`src/rtl/serial_adder_pkg.sv`:
```
// rtl/serial_adder_pkg.sv - shared state encoding and mode constants for the bit-serial adder/subtractor
package serial_adder_pkg;

  typedef enum logic [1:0] {
    IDLE  = 2'd0,
    SHIFT = 2'd1,
    DONE  = 2'd2
  } state_t;

  localparam logic MODE_ADD = 1'b0;
  localparam logic MODE_SUB = 1'b1;

endpackage

```
`src/rtl/serial_addsub_full_adder.sv`:
```
// rtl/serial_addsub_full_adder.sv - single-bit full adder cell shared by every serial step
module full_adder (
  input  logic a,
  input  logic b,
  input  logic cin,
  output logic s,
  output logic cout
);

  assign s    = a ^ b ^ cin;
  assign cout = (a & b) | (a & cin) | (b & cin);

endmodule

```
`src/rtl/serial_addsub.sv`:
```
// rtl/serial_addsub.sv - LSB-first bit-serial add/sub with start/busy/done handshake; SERIAL_ADDSUB_OVF_EN adds the ovf output
module serial_addsub
  import serial_adder_pkg::*;
#(
  parameter int WIDTH = 4
) (
  input  logic             clk,
  input  logic             reset,
  input  logic             start,
  input  logic             sub,
  input  logic [WIDTH-1:0] data_a,
  input  logic [WIDTH-1:0] data_b,
  output logic             busy,
  output logic             done,
  output logic [WIDTH-1:0] out,
  output logic             cout,
  output logic [WIDTH:0]   acc
`ifdef SERIAL_ADDSUB_OVF_EN
  ,
  output logic             ovf
`endif
);

  localparam int CNT_W = $clog2(WIDTH + 1);

  state_t           state;
  state_t           state_next;
  logic [WIDTH-1:0] a_sr;
  logic [WIDTH-1:0] b_sr;
  logic [WIDTH-1:0] res_sr;
  logic [WIDTH-1:0] res_next;
  logic             carry;
  logic [CNT_W-1:0] cnt;
  logic             fa_s;
  logic             fa_cout;
  logic             last_bit;

  full_adder u_fa (
    .a    (a_sr[0]),
    .b    (b_sr[0]),
    .cin  (carry),
    .s    (fa_s),
    .cout (fa_cout)
  );

  assign last_bit = (cnt == CNT_W'(WIDTH - 1));
  // New sum bit enters at the MSB so after WIDTH steps bit 0 lands at position 0.
  assign res_next = (res_sr >> 1) | {fa_s, {(WIDTH-1){1'b0}}};
  assign acc      = {cout, out};

  // State register
  always_ff @(posedge clk) begin
    if (reset) begin
      state <= IDLE;
    end else begin
      state <= state_next;
    end
  end

  // Next-state and handshake outputs; start is only honoured outside SHIFT
  always_comb begin
    state_next = state;
    busy       = 1'b0;
    done       = 1'b0;
    case (state)
      IDLE: begin
        if (start) state_next = SHIFT;
      end
      SHIFT: begin
        busy = 1'b1;
        if (last_bit) state_next = DONE;
      end
      DONE: begin
        done       = 1'b1;
        state_next = start ? SHIFT : IDLE;
      end
      default: state_next = IDLE;
    endcase
  end

  // Operand load, one full-adder step per SHIFT cycle, result capture on the last bit
  always_ff @(posedge clk) begin
    if (reset) begin
      a_sr   <= '0;
      b_sr   <= '0;
      res_sr <= '0;
      carry  <= 1'b0;
      cnt    <= '0;
      out    <= '0;
      cout   <= 1'b0;
    end else begin
      case (state)
        IDLE, DONE: begin
          if (start) begin
            a_sr   <= data_a;
            // Subtraction is A + ~B + 1: invert B and seed the carry with 1.
            b_sr   <= (sub == MODE_SUB) ? ~data_b : data_b;
            carry  <= sub;
            cnt    <= '0;
            res_sr <= '0;
          end
        end
        SHIFT: begin
          carry  <= fa_cout;
          a_sr   <= a_sr >> 1;
          b_sr   <= b_sr >> 1;
          res_sr <= res_next;
          cnt    <= cnt + CNT_W'(1);
          if (last_bit) begin
            out  <= res_next;
            cout <= fa_cout;
          end
        end
        default: ;
      endcase
    end
  end

`ifdef SERIAL_ADDSUB_OVF_EN
  // Signed overflow: carry into the MSB cell differs from the carry out of it
  always_ff @(posedge clk) begin
    if (reset) begin
      ovf <= 1'b0;
    end else if (state == SHIFT && last_bit) begin
      ovf <= carry ^ fa_cout;
    end
  end
`endif

endmodule
```
`config.mk`:
```
export PLATFORM = sky130hd
export DESIGN_NAME = serial_addsub
export DESIGN_NICKNAME = d
export VERILOG_FILES = /design/src/rtl/serial_adder_pkg.sv /design/src/rtl/serial_addsub_full_adder.sv /design/src/rtl/serial_addsub.sv
export SDC_FILE = /design/constraint.sdc
export NUM_CORES = 1
export LEC_CHECK = 0
export CAP_MARGIN = 30
export CELL_PAD_IN_SITES_DETAIL_PLACEMENT = 2
export CELL_PAD_IN_SITES_GLOBAL_PLACEMENT = 2
export CORE_ASPECT_RATIO = 0.75
export CORE_MARGIN = 2
export CORE_UTILIZATION = 32
export CTS_BUF_LIST = sky130_fd_sc_hd__clkbuf_4 sky130_fd_sc_hd__clkbuf_8
export CTS_CLUSTER_DIAMETER = 60
export DETAILED_ROUTE_END_ITERATION = 6
export GPL_TIMING_DRIVEN = 0
export HOLD_SLACK_MARGIN = 0.05
export PLACE_DENSITY = 0.95
export SYNTH_ARGS = -nofsm -noshare
export SYNTH_HDL_FRONTEND = slang
export SYNTH_SLANG_ARGS = --single-unit
```
`constraint.sdc`:
```
create_clock -name clk -period 2.7 [get_ports clk]
set_input_delay 0.54 -clock clk [delete_from_list [all_inputs] [get_ports clk]]
set_output_delay 0.54 -clock clk [all_outputs]
set_load 0.1 [all_outputs]
```
==> run_1/ff_map.png <==
(6 px per um) Other sequential cells in the stronger gray, the rest of the logic in the fainter gray.
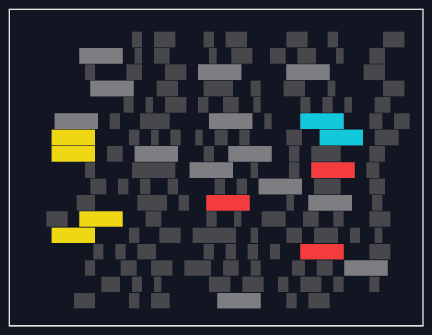
Yellow shows `b_sr`, flops 4, where west. Cyan shows `state`, flops 2. Red shows `cnt`, flops 3.
total sequential power: 0.000348 W
sequential share of cell area: 33.2%
Register Area: 440 um^2
utilization after layout: 44.5%

==> run_1/route_heat.png <==
(6 px per um) The die is cut into 14 by 11 equal tiles; black is low, pale yellow is high, scaled to the fullest tile. Values are wire area over tile area, all layers added.
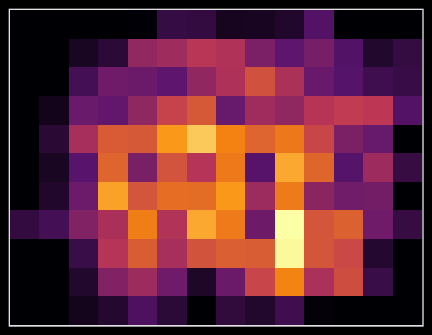
25% of the tiles are over half the peak. The emptiest ninth of the die: north-west. 20% of the tiles are nearly empty. The fullest tile reaches 0.42. The mean over all tiles is 0.13. The densest ninth of the die: center.
Detailed Route WL: 3100 um
GRT Resource Usage Total: 19.7%

==> summary.txt, run 1 <==
Results of an implementation run.

The run finished with clean final reports. Counting I/O delays and the setup requirement, the final critical path takes 2.50 ns. Per STA, the endpoint of the critical path is busy. The yosys-reported design area after synthesis is 0.00100 mm^2.

The worst IR drop on VDD is 203 uV. The clock network area share is 4.15%. Summing the areas of all xor and xnor instances in the mapped netlist gives around 3.5% of the synthesized area. The later-pin clock latency in the skew report is 0.27 ns. The worst reg-to-reg setup slack is 1.09 ns. The detailed-routing iteration count for the pre-antenna-repair pass is 4. Looking at the power breakdown, sequential logic takes 49.2% of the total.

TritonCTS built the clock tree. The multiplexer share of the synthesized area is 0%. The number of I/O pins is 24. The timing report notes that buffer and inverter cells on the critical path total 4.

Per the CTS log, the maximum H-tree level is 1. The die outline width is about 69 um. In the final report, the number of hold violations comes to 0. The net count after synthesis is 128. The global route total overflow is 0. The weighted congestion reported at the end of routability-driven placement is 0.694. Port buffering added 22 buffers. The transition time at the pin with the least slew margin is 0.977 ns.

The max-capacitance violation count is 0. The worst setup timing slack at the placement stage is 0.229 ns. After the last flow step, the layout net total stands at 155. The number of antenna violations at the first check in global routing was 0.

The routed layout has 932 vias. The number of warning messages in the yosys log is 0. The synthesized-area fraction occupied by adder cells is 4.48%. The gate count after technology mapping is about 110. The report lists the cells along the critical path as nand2b_1 -> buf_6 -> inv_8 -> buf_12 -> dlygate4sd2_1. The worst hold margin is 0.484 ns. The layout buffer count excluding clock buffers is 36. Multi-input combinational cells in the finished layout were counted as 75. The yosys stat cell total is roughly 110. The max-slew violation total from the final report is 0. The internal cell power is 0.000518 W. The part of the cycle the worst path needs is between 90 and 100%.

The clock sink total is 22. In this run the top signal layer used is met4. The cell family contributing the most delay on the critical path is buffers and inverters. The script logs the mean routed wire length per placed instance as 17.5 um. In the post-synthesis netlist, the biggest area contributors are sky130_fd_sc_hd__dfxtp_1 44%, sky130_fd_sc_hd__a21oi_1 10%, sky130_fd_sc_hd__nand3_1 10%. The launch point of the critical path is state[1]. The class occupying the most area after layout is reported as flip-flops and latches. After detailed routing, the number of remaining DRC violations is 0. The die extent in y is 52.5 um. The total die size is approximately 0.0036 mm^2. The final cell count without fillers is 177. The timing report shows that the slowest cell on the worst path is sky130_fd_sc_hd__dlygate4sd2_1. The via count of the first global-routing pass is approximately 1000. Looking at the post-CTS report, the setup buffer insertion count equals 0. The maximum cell stage delay along the critical path is 0.85 ns. The tightest min-delay check is of the register to register type. In this run, placement finished with an instance count of around 170. Routing resource usage on met2 recorded by global route was 35.1%. The number of cells upsized or downsized after cts is 1.

The design has 22 sequential cells. In the final layout, the registers with the most flip-flops are a_sr (4), b_sr (4), out (4). Max fanout on the critical path was recorded as 10. The worst hold path passes through 2 cells. The multi-input combinational cells in the finished layout cover a total of approximately 440 um^2. The clock network power consumption is 0.000243 W.

The timing-limited maximum frequency is 400 MHz. For this run, global-route usage on met1 was measured as 23.1%. The initialized floorplan defines 17 standard-cell rows. Entering global routing, the biggest net connects 13 pins.

The compound-gate portion of the synthesized area is 15.9%. The synthesized design devotes to its leading area cell type 43.8% of total area. The net switching fraction of the power is 26.8%. Per the CTS log, the buffer count on the longest clock path is 2.

In the synthesized netlist, the cells that appear most often are 22 x sky130_fd_sc_hd__dfxtp_1, 20 x sky130_fd_sc_hd__a21oi_1, 20 x sky130_fd_sc_hd__nand3_1. The launching element type of the critical path is a register. The leading register cell type out of synthesis is sky130_fd_sc_hd__dfxtp_1. Per the layout report, the design carries 328 filler cells. The number of DRC markers after the initial detailed-route iteration is 49. The net switching power figure is 0.000190 W.

The count of state elements after synthesis is 22. The endpoint of the worst hold path is a_sr[1]. The most used logic cell in the final layout is sky130_fd_sc_hd__dfxtp_1. For the combinational group, total power comes out at 0.000116 W. The number of endpoints failing setup at the final stage is 0. Ranked by power, first place goes to sequential cells. Detailed placement reports a standard cell area of 0.00127 mm^2. For this run, the register share of the synthesized area comes to between 40% and 50%. The synthesized area per cell is 8.89 um^2. The cell sitting at the root of the clock tree is a sky130_fd_sc_hd__clkbuf_8. The final antenna diode tally reported by the flow is 0. Global routing used 5.16% of the available met3 tracks.
==> run_1/sizing.png <==
(6 px per um)
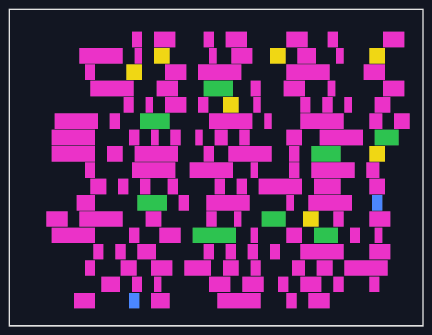
Magenta shows x1 and smaller, cells 122, share 88%. Green shows x6 and larger, cells 8, share 5.8%. Yellow shows x3 and x4, cells 7, share 5.0%. Blue shows x2, cells 2, share 1.4%.
Finished Cell Area: 0.00133 mm^2
Synth-to-Final Area Change: 32.0%
least setup slack across all paths after layout: 0.197 ns

==> run 2, diff against run 1 <==
--- a/config.mk
+++ b/config.mk
@@ -16,7 +16,8 @@
 export DETAILED_ROUTE_END_ITERATION = 6
 export GPL_TIMING_DRIVEN = 0
 export HOLD_SLACK_MARGIN = 0.05
-export PLACE_DENSITY = 0.95
+export PLACE_DENSITY_LB_ADDON = 0.1
+export SLEW_MARGIN = 20
 export SYNTH_ARGS = -nofsm -noshare
 export SYNTH_HDL_FRONTEND = slang
 export SYNTH_SLANG_ARGS = --single-unit
==> run_2/sizing.png <==
(6 px per um)
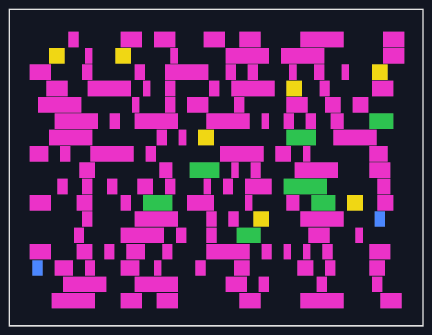
Green shows x6 and larger, cells 7, share 5.1%. Yellow shows x3 and x4, cells 7, share 5.1%. Magenta shows x1 and smaller, cells 122, share 88%. Blue shows x2, cells 2, share 1.4%.
Synth-to-Final Area Change: 30.6%
Signal buffers: 36
least setup slack across all paths after layout: 0.210 ns
Finished Cell Area: 0.00131 mm^2

==> run_2/ff_map.png <==
(6 px per um) Other sequential cells in the stronger gray, the rest of the logic in the fainter gray.
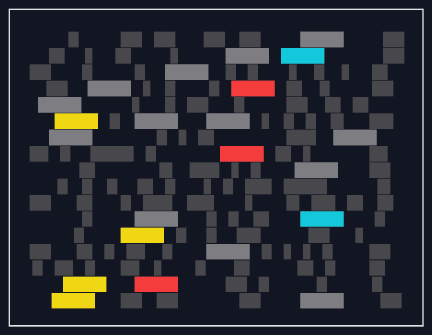
Yellow shows `b_sr`, flops 4. Red shows `cnt`, flops 3. Cyan shows `state`, flops 2.
Another 13 sequential cells are not colored.
sequential share of cell area: 33.6%
utilization after layout: 44.1%

==> run 2 against run 1 <==
  * Critical path depth is the same
  * Clock skew rose by 0.00078 ns
  * Worst setup slack better by 0.012 ns
  * Critical endpoint unchanged
  * Largest power group unchanged
==> summary.txt, run 2 <==
Results of an implementation run.

The repair_antennas step left the layout with diodes totalling 0. The clock network consumes a total of 0.000205 W. The global route total overflow is 0. The maximum number of pins on one net before global-route repair is 12. Summing the areas of all compound-gate instances in the mapped netlist gives 15.9% of the synthesized area. After synthesis the netlist holds a flip-flop and latch count of 22. The multiplexer share of the synthesized area is 0%.

The endpoint of the worst hold path is out[0]. The largest power group is sequential cells. The sequential cell count is 22.

In this design, the stage delay of the slowest critical-path cell is around 0.85 ns. The final wirelength is 2930 um. Looking at the clock tree report, the H-tree level count equals 1. The weighted congestion reported at the end of routability-driven placement is 0.713. The number of port buffers is 22.

Clock tree synthesis found a total of 22 sinks. The die extent in y is 52.5 um. The dominant kind of cell is flip-flops and latches. The buffer levels on the longest clock path is 2.

The overall track demand over capacity in global routing is 19.6%. Counting endpoints that fail hold in the final report gives 0. The worst path uses 92.2% of the clock period.

The worst reg-to-reg setup slack is about 1.1 ns. The DRC violation total left in the routed layout is recorded as 0. The worst setup path endpoint is busy. The yosys-reported design area after synthesis is 0.00100 mm^2. The signal on the critical path passes through nand2b_1 -> buf_6 -> inv_8 -> buf_12 -> dlygate4sd2_1. Yosys reports that the leading cell type by area covers 43.8% of the netlist area.

The flow ran to the end, and the final reports show no timing, DRC or antenna violations. The synthesized netlist handed to floorplanning was reported with a cell count of 113. The combinational share of power is about 17%. The worst IR drop on VDD is 203 uV. Counting tap cells, the placed design contains a total of 173 instances. The number of warning messages in the yosys log is 0.

The max-slew violation total from the final report is 0. The fraction of final cell area spent on clock buffers and inverters in this run is approximately 3.1%. Once the clock tree was built, the setup fixing pass inserted 0 buffers. The launch point of the critical path is state[0]. Per the synthesis report, the adder-cell share of the synthesized area is 4.48%. Based on the critical path, the design can be clocked at up to 402 MHz.

For this sky-water flow run, the detailed-routed wirelength per cell is reported as approximately 17 um. The total die size is roughly 0.0036 mm^2. For this run, global-route usage on met3 was measured as around 6.0%.

met2 track demand over resource after global routing is 34.3%. Sorting the synthesized cells by area gives the leading types as sky130_fd_sc_hd__dfxtp_1 44%, sky130_fd_sc_hd__a21oi_1 10%, sky130_fd_sc_hd__nand3_1 10%. Summed over all nets, the switching power comes to 0.000180 W. The TritonCTS clock tree is yes. After synthesis, the most frequently instantiated cells are 22 x sky130_fd_sc_hd__dfxtp_1, 20 x sky130_fd_sc_hd__a21oi_1, 20 x sky130_fd_sc_hd__nand3_1. The filler cell count in the final layout is 338.

The largest individual stage delay along the critical path comes from the cell sky130_fd_sc_hd__dlygate4sd2_1. The placed instance area is ~0.0013 mm^2. The area taken by sequential standard cells is reported as 440 um^2.

Max-cap violations in this run came to 0. Sequential cells burn between 50% and 60% of the power. The largest registers in the layout are a_sr (4), b_sr (4), out (4).

Per STA, the worst path accumulates the most delay in the family buffers and inverters. Per Yosys stat, the portion of area used by sequential elements is 43.8%. The flow reports power dissipated in sequential cells as 0.000348 W. The final timing report counts setup violations totalling 0.

The transition time at the pin with the least slew margin is 0.979 ns. The net count after synthesis is between 100 and 150. The power dissipated in combinational cells is approximately 0.00011 W. Routed signal wires occupy layers up through met4.

The worst setup path is launched from a register. The tightest min-delay check is of the register to register type. The buffer-and-inverter tally for the worst setup path is 4.

For this block, the via count after detailed routing is 897. Dividing the synthesized area by the synthesized cell count gives roughly 8.9 um^2. Per the post-place timing report, worst setup slack is between 0.2 and 0.25 ns. Global routing used between 20 and 25% of the available met1 tracks. The clock period minus worst slack is 2.49 ns. The violation tally recorded at the end of detailed-routing iteration 0 is 32.

The biggest fanout along the worst timing path is 10. The first detailed-routing pass ran for 4 iterations. The most common logic cell in the final layout is sky130_fd_sc_hd__dfxtp_1. The core box area is between 0.002 and 0.003 mm^2. The count of standard-cell rows is 17.

The tightest hold path in the finished design has a slack of between 0.4 and 0.5 ns. The later pin in the worst-skew pair is clocked with a latency of 0.26 ns. The internal cell power is 0.000487 W. The final cell count without fillers is between 150 and 200. The XOR/XNOR share of the synthesized area is under 10%.

The number of antenna violations at the first check in global routing is 0. The area occupied by multi-input gates is 437 um^2. The number of I/O pins is 24.

The number of multi-input combinational cells in the layout is 75. For this design, Yosys synthesis ends with a cell count of 113. The via count of the first global-routing pass is 992.

Of the cells placed in the final design, the portion with a size suffix greater than 1 is a little under an eighth. Hold analysis shows the worst path with a depth of 2. The net switching fraction of the power is 27.0%.

In the final design database the tool counted about 160 nets. Counting the clock-network buffers in the layout gives 3. Clock skew on the completed layout was measured at 0.00265 ns.
No activity file was given, so power comes from the tool's default toggle rates.
